[src/rtl/sbox_lut_loader.sv]
// S-box LUT loader: streams NUM_ENTRIES entries into the LUT write port, one per
// accepted handshake, tracking an XOR checksum and honouring stall/abort.
module sbox_lut_loader #(
   parameter int NUM_ENTRIES = 32,
   parameter int ADDR_W      = 5,
   parameter int DATA_W      = 21
) (
   input  logic              clk,
   input  logic              rst,
   input  logic              start_i,
   input  logic              abort_i,
   input  logic              perm_busy_i,
   input  logic              entry_valid_i,
   input  logic [DATA_W-1:0] entry_data_i,
   output logic              entry_ready_o,
   output logic              upd_sbox_o,
   output logic [ADDR_W-1:0] sbox_addr_o,
   output logic [DATA_W-1:0] sbox_new_data_o,
   output logic              busy_o,
   output logic              done_o,
   output logic [DATA_W-1:0] checksum_o
);

   typedef enum logic [1:0] {
      IDLE = 2'd0,
      LOAD = 2'd1,
      DONE = 2'd2
   } state_t;

   localparam logic [ADDR_W-1:0] LAST_ADDR = ADDR_W'(NUM_ENTRIES - 1);
   localparam logic [ADDR_W-1:0] ADDR_ONE  = ADDR_W'(1);

   state_t            state;
   logic [ADDR_W-1:0] count;
   logic              transfer;

   // Abort must block acceptance in the same cycle so no entry slips in as the session dies.
   assign entry_ready_o = (state == LOAD) && !perm_busy_i && !abort_i;
   assign transfer      = entry_valid_i && entry_ready_o;

   // Session FSM with registered LUT write port, status flags and checksum.
   always_ff @(posedge clk) begin
      if (rst) begin
         state           <= IDLE;
         count           <= {ADDR_W{1'b0}};
         checksum_o      <= {DATA_W{1'b0}};
         upd_sbox_o      <= 1'b0;
         sbox_addr_o     <= {ADDR_W{1'b0}};
         sbox_new_data_o <= {DATA_W{1'b0}};
         busy_o          <= 1'b0;
         done_o          <= 1'b0;
      end else begin
         upd_sbox_o <= 1'b0;
         done_o     <= 1'b0;
         case (state)
            IDLE: begin
               if (start_i && !abort_i) begin
                  state      <= LOAD;
                  busy_o     <= 1'b1;
                  count      <= {ADDR_W{1'b0}};
                  checksum_o <= {DATA_W{1'b0}};
               end else begin
                  state <= IDLE;
               end
            end
            LOAD: begin
               if (abort_i) begin
                  state  <= IDLE;
                  busy_o <= 1'b0;
               end else if (transfer) begin
                  upd_sbox_o      <= 1'b1;
                  sbox_addr_o     <= count;
                  sbox_new_data_o <= entry_data_i;
                  checksum_o      <= checksum_o ^ entry_data_i;
                  count           <= count + ADDR_ONE;
                  if (count == LAST_ADDR) begin
                     state  <= DONE;
                     done_o <= 1'b1;
                  end else begin
                     state <= LOAD;
                  end
               end else begin
                  state <= LOAD;
               end
            end
            DONE: begin
               state  <= IDLE;
               busy_o <= 1'b0;
            end
            default: begin
               state  <= IDLE;
               busy_o <= 1'b0;
            end
         endcase
      end
   end

endmodule

[config.mk]
export PLATFORM = sky130hd
export DESIGN_NAME = sbox_lut_loader
export DESIGN_NICKNAME = d
export VERILOG_FILES = /design/src/rtl/sbox_lut_loader.sv
export SDC_FILE = /design/constraint.sdc
export NUM_CORES = 1
export LEC_CHECK = 0
export CAP_MARGIN = 20
export CELL_PAD_IN_SITES_DETAIL_PLACEMENT = 1
export CELL_PAD_IN_SITES_GLOBAL_PLACEMENT = 1
export CORE_UTILIZATION = 34
export DETAILED_ROUTE_END_ITERATION = 10
export GPL_ROUTABILITY_DRIVEN = 0
export PLACE_DENSITY_LB_ADDON = 0.3
export SYNTH_ARGS = -nofsm -noshare
export SYNTH_HDL_FRONTEND = slang
export SYNTH_SLANG_ARGS = --single-unit
[constraint.sdc]
create_clock -name clk -period 1.76 [get_ports clk]
set_input_delay 0.44 -clock clk [delete_from_list [all_inputs] [get_ports clk]]
set_output_delay 0.44 -clock clk [all_outputs]
set_load 0.02 [all_outputs]
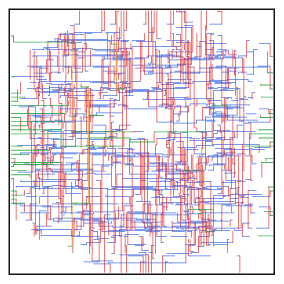
Run 1: metal layers overlaid
(3 px per micron)
- red: met2 (wire length 3690 microns)
- green: met3 (wire length 388 microns)
- orange: met4 (wire length 120 microns)
- blue: met1 (wire length 3310 microns)

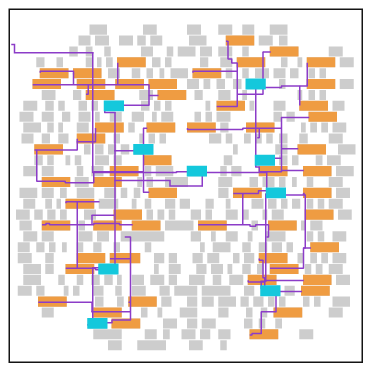
Run 1: clock wires, drivers and flops
(4 px per micron)
- cyan: cells driving clock nets (count 9)
- orange: flip-flops (count 57)
- purple: clock wires (length 784 microns)
- flops lie: widely spread

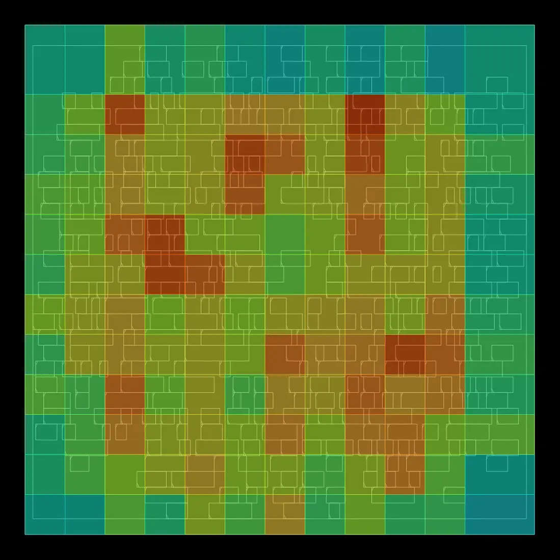
Run 1: congestion heat map
met3 layer usage reported by global route: 5.84%
final standard cell utilization of the core: 53.2%

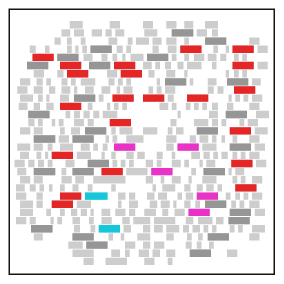
Run 1: sequential cells grouped by signal name
(3 px per micron) Other sequential cells in the stronger gray, the rest of the logic in the fainter gray.
- red: `sbox_new_data_o` (flops 21)
- magenta: `count` (flops 5)
- cyan: `state` (flops 2)
- not colored: 29

==> results.rst, run 1 <==
Run summary
-----------

.. list-table::
   :header-rows: 1

   * - Metric
     - Value
   * - GR Layer Usage met2
     - roughly a third
   * - Yosys stat chip area
     - 2510 sq um
   * - Number of inserted diodes
     - 0
   * - Synthesized area per cell
     - 8.62 sq um
   * - Shortest clock period the worst path allows after layout
     - roughly 1.7 ns
   * - Number of failing hold endpoints at the final stage
     - 0
   * - Top cell family by delay on the critical path
     - buffers and inverters
   * - Post-route fraction of the period consumed by the critical path
     - 98.0%
   * - Clk latency late pin
     - 0.33 ns
   * - Classification of the worst setup path
     - primary input to flip-flop
   * - Share of layout cells above drive strength 1
     - approximately 11%
   * - I/O pins
     - 78
   * - Static leakage power
     - ~0.0016 uW
   * - Most frequently used cell type in the post-synthesis netlist
     - dfxtp_1
   * - Max-slew headroom
     - 67.1%
   * - Cell area after layout
     - ~3700 sq um
   * - Top cells by area, synth
     - dfxtp_1 46%, a21oi_1 9.6%, a311oi_1 7.0%
   * - Top logic cell family in the synthesized netlist
     - AND-OR/OR-AND gates
   * - Sequential cell area fraction in the yosys report
     - 45.5%
   * - Worst path slowest cell
     - clkdlybuf4s50_1
   * - Vias per Instance
     - 5.20
   * - Starting density of the core
     - 36.1%
   * - Area fraction in full adders, half adders and majority gates
     - 0.998%
   * - Post-Syn Area
     - 2510 sq um
   * - First-pass GRT wire length
     - 12.1 mm
   * - Fraction of met1 tracks used by global routing
     - 24.4%
   * - Filler Cells Inserted
     - ~830
   * - Die width
     - about 88 microns
   * - Placed wire-length estimate
     - a little over 5 mm
   * - Log Warnings
     - 26
   * - Busiest layer in global routing
     - met2
   * - Max-slew violations
     - 0
   * - Worst-case vdd ir drop
     - approximately 0.00034 V
   * - Leading cell type in the layout, fill and taps excluded
     - dfxtp_1
   * - Top flip-flop cell by instance count after synthesis
     - dfxtp_1
   * - Final-layout worst hold slack
     - ~0.47 ns
   * - Post-synth tally of flip-flops with integrated enable
     - 0
   * - Detailed-route via count
     - 2468
   * - Number of nets in the synthesized netlist
     - 320
   * - Syn Inst Count
     - 291
   * - Number of cells in the finished layout apart from fillers
     - 475
   * - Kind of capture point of the worst setup path
     - flip-flop
   * - Remaining number of nets flagged by the antenna check after routing
     - 0
   * - Metal1 wirelength
     - 3.31 mm
   * - Cells along the critical path
     - clkdlybuf4s50_1 > buf_4 > and4bb_4 > buf_12 > a21oi_1 > a311oi_1
   * - Number of antenna violations at the first check in global routing
     - 0
   * - Area share of and/or/nand/nor cells after synthesis
     - 22.8%
   * - Power per cell area
     - between 700 and 800 nW/um^2
   * - Number of clock buffers inserted by TritonCTS
     - 9
   * - CTS tree
     - built
   * - CTS H-tree depth
     - 3
   * - Die Y
     - 87.9 microns
   * - Leading cell types by count after synthesis
     - 57 x dfxtp_1, 48 x a21oi_1, 24 x o21ai_0, 23 x nand2_1, 23 x nand2b_1
   * - Number of register bits inferred by synthesis
     - 57
   * - Slew at the pin with the worst max-slew slack
     - 0.494 ns
   * - Total clock sinks
     - approximately 57
   * - CTS Root Cell
     - clkbuf_8
   * - Number of rows in the core area
     - 30
   * - Total cell area at the placement stage
     - 3480 sq um
   * - Top metal layer carrying routed signals
     - met4
   * - Largest net degree at the start of global routing
     - 52
   * - Library cell occupying the most area in the post-synthesis netlist
     - dfxtp_1
   * - # DRC
     - 0
   * - First-pass iteration count of the detailed router
     - 4
   * - Cell total in the yosys stat output
     - 291
   * - Synthesized-area fraction occupied by xor and xnor cells
     - 0%
   * - Worst min-delay path class
     - flip-flop to flip-flop
   * - Pre-CTS setup slack
     - -0.376 ns
   * - Overall overflow remaining after global route
     - 0
   * - Setup Buffers After CTS
     - 0
   * - Buffers plus inverters on the worst setup path
     - 3
   * - Clock-pin transition on the worst setup and hold timing paths
     - around 0.06 ns
   * - Post-Route Setup TNS
     - 0 ns
   * - Number of nets in the layout
     - 404
   * - Final routed wirelength across all metal layers
     - roughly 7.5 mm
   * - Area share, top type
     - between 40% and 50%
   * - Yosys warning tally
     - 0
   * - Element type at the critical path start
     - primary input
   * - Number of instances in the placed design
     - 460
   * - Combined global-route utilization of all metal layers
     - 20.6%
   * - Port Buffer Count
     - slightly below 80
   * - Final Power
     - 2800 uW
   * - Arrival time at the worst endpoint
     - 1.94 ns
   * - Hold-fix buffers, CTS
     - 0
   * - Sum of met2 wire segment lengths after detailed routing
     - 3.69 mm
   * - Vias in the first global route
     - about 2500
   * - Clk_skew
     - approximately 0.0066 ns
   * - Multiplexer share of the synthesized area
     - 0%
   * - # Max-Cap Violations
     - 0
   * - Commonest cells after routing, fill and taps aside
     - 56 x dfxtp_1, 48 x a21oi_1, 43 x clkdlybuf4s50_1
   * - Worst Path Required
     - around 2.0 ns
   * - Bufs on Longest Clock Path
     - 2
   * - Status
     - complete, no violations
   * - Unique cell types
     - 37
   * - Starting DRC count in detailed routing
     - just under 100
   * - Core Box Area
     - 6940 sq um
   * - Die Size
     - just under 8000 sq um
   * - Wirelength per Cell
     - 15.8 microns
   * - Compound-cell area share of the yosys netlist
     - 25.3%
   * - Peak per-stage delay on the critical path
     - 0.43 ns
   * - Area growth, synth to finish
     - 47.3%
   * - Share of async-settable or async-resettable flops after synthesis
     - 0%
   * - Total of endpoints with negative setup slack in the final report
     - 0
   * - Critical path peak fanout
     - 17
   * - Final setup slack of the worst path
     - 0.0349 ns
   * - Met3 wire len
     - 387 microns
   * - Maximum clock frequency
     - 580 MHz
## run 1: final timing paths
path / cells past startpoint / slack (ns) / endpoint / from
setup / recovery: 6 / 0.03 / checksum_o[7]$_SDFFE_PP0P_ / perm_busy_i
hold / removal: 2 / 0.47 / sbox_new_data_o[2]$_SDFFE_PP0P_ / sbox_new_data_o[2]$_SDFFE_PP0P_
setup reg to reg: 5 / 0.23 / count[2]$_SDFFE_PP0P_ / state[1]$_SDFF_PP0_
hold reg to reg: 2 / 0.47 / sbox_new_data_o[2]$_SDFFE_PP0P_ / sbox_new_data_o[2]$_SDFFE_PP0P_
## run 1: where the power goes
part	switching, uW	total [uW]	internal, uW
logic	132	270	138
registers	7.66	1310	1300
clock network	505	1220	719
## run 1: layout make-up
class,count,area (sq um),share of cell area [%]
clock buffer,12,155,4.20
clock inverter,3,40.0,1.08
inverter,2,7.51,0.203
multi-input combinational,207,1250,33.8
sequential,57,1140,30.9
tap,96,120,3.25
timing repair buffer,98,981,26.6
## run 1: state kept, by name, indices dropped and copies added, names as in the netlist
| register | cells |
|---|---|
| done_o | 1 |
| busy_o | 1 |
| count | 5 |
| state | 2 |
| checksum_o | 21 |
| sbox_new_data_o | 21 |
| upd_sbox_o | 1 |
| sbox_addr_o | 5 |
## run 1: repair_timing
| action | CTS | global route |
|---|---|---|
| endpoints found under the hold margin | 0 | 0 |
| pin swaps | 0 | 3 |
| resized | 23 | 15 |
| gates cloned | 0 | 0 |
| setup endpoints to repair | 20 | 18 |
## run 1: tightest hold or removal path: cells and delay by family (launching register included)
family | cells | cell delay [ns]
AOI/OAI and AO/OA | 2 | 0.12
DFF | 1 | 0.30
Run 1, the metal 3 layer:
(3 px per micron) Cells faint in the background.
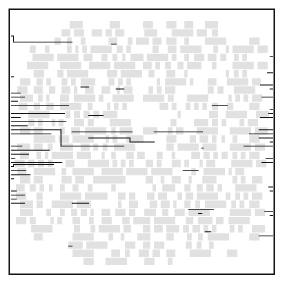

--- run 2 (diff from run 1) ---
CTS_CLUSTER_SIZE = 12   (was not set)
SETUP_SLACK_MARGIN = 0.02   (was not set)
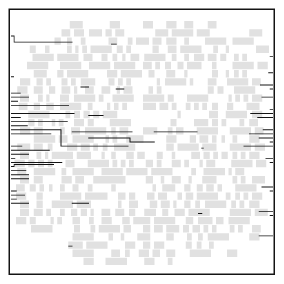
Run 2: the metal 3 layer
(3 px per micron) Cells faint in the background.
- share of all routed wire: 5.1%
- longest straight run: 22.3 microns
- nets with wire on the layer: 47
- wire length on this layer: 385 microns
- main direction: horizontal

==> run 2 against run 1 <==
Final cell count unchanged. Sequential share of layout area up 0.15 points. Sequential power about the same. Global-route usage about the same. Critical path type unchanged. Critical endpoint unchanged. Largest cell class unchanged. Highest routed layer unchanged.
==> results.rst, run 2 <==
Run summary
-----------

.. list-table::
   :header-rows: 1

   * - Metric
     - Value
   * - Worst Path Required
     - 1.98 ns (about the same)
   * - Syn Inst Count
     - 291 (unchanged)
   * - Worst path slowest cell
     - clkdlybuf4s50_1
   * - First-pass iteration count of the detailed router
     - 4 (unchanged)
   * - Number of nets in the layout
     - 404 (unchanged)
   * - Reg2reg start
     - state[1]$_SDFF_PP0_
   * - Register-to-Register Setup Slack
     - 0.23 ns (about the same)
   * - Worst min-delay path class
     - flip-flop to flip-flop
   * - Worst-case vdd ir drop
     - 0.000336 V (-0.13%)
   * - Area share, top type
     - 45.5% (unchanged)
   * - Clock-pin transition on the worst setup and hold timing paths
     - 0.06 ns (about the same)
   * - Final-layout worst hold slack
     - 0.473 ns (-0.00182 ns)
   * - Fraction of met1 tracks used by global routing
     - 24.4% (unchanged)
   * - Final Power
     - 2800 uW (-0.16%)
   * - Most frequently used cell type in the post-synthesis netlist
     - dfxtp_1
   * - CTS Root Cell
     - clkbuf_8
   * - Sequential group share of total power
     - 46.8% (about the same)
   * - Seq Cell Count
     - 57 (unchanged)
   * - Number of well taps
     - 96 (unchanged)
   * - Sequential cell area fraction in the yosys report
     - 45.5% (unchanged)
   * - Area growth, synth to finish
     - 46.6%
   * - # DRC
     - 0 (unchanged)
   * - First-pass GRT wire length
     - 12.1 mm (about the same)
   * - Static leakage power
     - 0.00161 uW (+2.5%)
   * - Sum of met2 wire segment lengths after detailed routing
     - 3.68 mm (-0.19%)
   * - Setup Buffers After CTS
     - 0 (unchanged)
   * - Clk latency late pin
     - 0.33 ns (about the same)
   * - Top flip-flop cell by instance count after synthesis
     - dfxtp_1
   * - Top metal layer carrying routed signals
     - met4
   * - Placed wire-length estimate
     - 5.05 mm (unchanged)
   * - Vias in the first global route
     - 2458 (+0.16%)
   * - Number of inserted diodes
     - 0 (unchanged)
   * - Sw Ratio
     - 23.0% (-0.027 points)
   * - Cell area after layout
     - 3670 sq um (-0.47%)
   * - Leading cell types by count after synthesis
     - 57 x dfxtp_1, 48 x a21oi_1, 24 x o21ai_0, 23 x nand2_1, 23 x nand2b_1
   * - RR Endpoint
     - count[2]$_SDFFE_PP0P_
   * - Number of non-clock buffers in the layout
     - 98 (unchanged)
   * - Unique cell types
     - 37 (unchanged)
   * - Yosys stat chip area
     - 2510 sq um (unchanged)
   * - Remaining number of nets flagged by the antenna check after routing
     - 0 (unchanged)
   * - Die width
     - 87.9 microns (unchanged)
   * - Kind of capture point of the worst setup path
     - flip-flop
   * - Busiest layer in global routing
     - met2
   * - Number of instances in the placed design
     - 460 (unchanged)
   * - Number of clock buffers inserted by TritonCTS
     - 9 (unchanged)
   * - Yosys warning tally
     - 0 (unchanged)
   * - Sw Pwr
     - 643 uW (-0.28%)
   * - Commonest cells after routing, fill and taps aside
     - 56 x dfxtp_1, 48 x a21oi_1, 32 x clkdlybuf4s50_1
   * - Vias per Instance
     - 5.17 (-0.53%)
   * - Synthesized area per cell
     - 8.62 sq um (unchanged)
   * - Final clock-cell share
     - 5.31% (+0.025 points)
   * - Detailed-route via count
     - 2455 (-0.53%)
   * - Top cells by area, synth
     - dfxtp_1 46%, a21oi_1 9.6%, a311oi_1 7.0%
   * - Post-Syn Area
     - 2510 sq um (unchanged)
   * - Fraction of standard cell area that is sequential
     - 31.1% (+0.15 points)
   * - Final setup slack of the worst path
     - 0.0359 ns (+0.000979 ns)
   * - Largest regs
     - checksum_o x21, sbox_new_data_o x21
   * - Post-synth tally of flip-flops with integrated enable
     - 0 (unchanged)
   * - Number of failing hold endpoints at the final stage
     - 0 (unchanged)
   * - Combined global-route utilization of all metal layers
     - 20.6% (about the same)
   * - Shortest clock period the worst path allows after layout
     - 1.72 ns (-0.000979 ns)
   * - Classification of the worst setup path
     - primary input to flip-flop
   * - Worst reg2reg path depth
     - 5 (unchanged)
   * - Layout buffering overhead excluding clock cells
     - 26.2% (-0.35 points)
   * - Buffers plus inverters on the worst setup path
     - 3 (unchanged)
   * - Starting DRC count in detailed routing
     - 96 (-2.0%)
   * - Final routed wirelength across all metal layers
     - 7.50 mm (unchanged)
   * - Combinational group share of total power
     - 9.5% (about the same)
   * - Leading cell type in the layout, fill and taps excluded
     - dfxtp_1
   * - CTS H-tree depth
     - 3 (unchanged)
   * - Core Box Area
     - 6940 sq um (unchanged)
   * - Cells along the critical path
     - clkdlybuf4s50_1 > buf_4 > and4bb_4 > buf_12 > a21oi_1 > a311oi_1
   * - Met3 wire len
     - 384 microns (-0.78%)
   * - Largest net degree at the start of global routing
     - 52 (unchanged)
   * - Number of antenna violations at the first check in global routing
     - 0 (unchanged)
   * - Hold-fix buffers, CTS
     - 0 (unchanged)
   * - Total stage count of the critical path
     - 6 (unchanged)
   * - CTS tree
     - built
   * - Top cell family by delay on the critical path
     - buffers and inverters
   * - Die Y
     - 87.9 microns (unchanged)
   * - Combinational Area
     - 1250 sq um (unchanged)
   * - Starting density of the core
     - 36.1% (unchanged)
   * - Log Warnings
     - 27 (+3.8%)
   * - Total of endpoints with negative setup slack in the final report
     - 0 (unchanged)
   * - Post-Route Setup TNS
     - 0 ns (unchanged)
   * - Number of logic gates
     - 207 (unchanged)
   * - Cell total in the yosys stat output
     - 291 (unchanged)
   * - Metal1 wirelength
     - 3.32 mm (+0.27%)
   * - Total cell area at the placement stage
     - 3480 sq um (unchanged)
   * - Filler Cells Inserted
     - 837 (+1.3%)
   * - Clock buffer count
     - 12 (unchanged)
   * - Number of nets in the synthesized netlist
     - 320 (unchanged)
   * - # Max-Cap Violations
     - 0 (unchanged)
   * - Wirelength per Cell
     - 15.8 microns (unchanged)
   * - Number of rows in the core area
     - 30 (unchanged)
   * - Bufs on Longest Clock Path
     - 2 (unchanged)
   * - Share of layout cells above drive strength 1
     - 11.3% (unchanged)
   * - Die Size
     - 7720 sq um (unchanged)
   * - Number of ordinary inverters in the final layout
     - 2 (unchanged)
   * - Overall overflow remaining after global route
     - 0 (unchanged)
   * - Share of async-settable or async-resettable flops after synthesis
     - 0% (unchanged)
   * - Clk_skew
     - 0.00601 ns (-0.000607 ns)
   * - Peak per-stage delay on the critical path
     - 0.43 ns (about the same)
   * - Element type at the critical path start
     - primary input
   * - Number of cells in the finished layout apart from fillers
     - 475 (unchanged)
   * - Status
     - complete, no violations
   * - Library cell occupying the most area in the post-synthesis netlist
     - dfxtp_1
   * - Max-slew violations
     - 0 (unchanged)
## run 2: cell count changes in the layout (fill, tap and decap cells not counted), sizes merged
| cell | previous run | this run |
|---|---|---|
| dlygate4sd2 | 18 | 30 |
| clkdlybuf4s50 | 43 | 32 |
| dlymetal6s2s | 14 | 13 |
## run 2: kinds of logic (layout without fill, tap and decap cells)
| group | Yosys count | after routing | share of synthesized area [%] |
|---|---|---|---|
| DFF | 57 | 57 | 45.5 |
| AOI/OAI and AO/OA | 105 | 105 | 25.3 |
| buffers and inverters | 27 | 115 | 5.44 |
| and+or+nand+nor | 100 | 100 | 22.8 |
| adders and majority gates | 2 | 2 | 0.998 |
## run 2: worst min path at each step
stage	start	end	slack, ns	cells after the start
global placement	sbox_new_data_o[16]$_SDFFE_PP0P_	sbox_new_data_o[16]$_SDFFE_PP0P_	0.46	2
finish	sbox_addr_o[2]$_SDFFE_PP0P_	sbox_addr_o[2]$_SDFFE_PP0P_	0.47	2
global route	sbox_new_data_o[6]$_SDFFE_PP0P_	sbox_new_data_o[6]$_SDFFE_PP0P_	0.50	2
detailed placement	sbox_new_data_o[2]$_SDFFE_PP0P_	sbox_new_data_o[2]$_SDFFE_PP0P_	0.47	2
floorplan	count[3]$_SDFFE_PP0P_	sbox_addr_o[3]$_SDFFE_PP0P_	0.47	2
CTS	sbox_new_data_o[2]$_SDFFE_PP0P_	sbox_new_data_o[2]$_SDFFE_PP0P_	0.48	2
## run 2: power groups by stage
stage,registers (uW),clock network (uW),logic (uW)
floorplan,1350,0,113
global placement,1340,0,265
detailed placement,1340,0,271
CTS,1310,1250,268
global route,1310,1320,290
finish,1310,1220,267
## run 2: timing repair
item,CTS,global route
pin swaps,1,4
endpoints found under the hold margin,0,0
resized,35,14
endpoints found under the setup margin,32,22
Power is estimated from default activity; no workload was simulated.
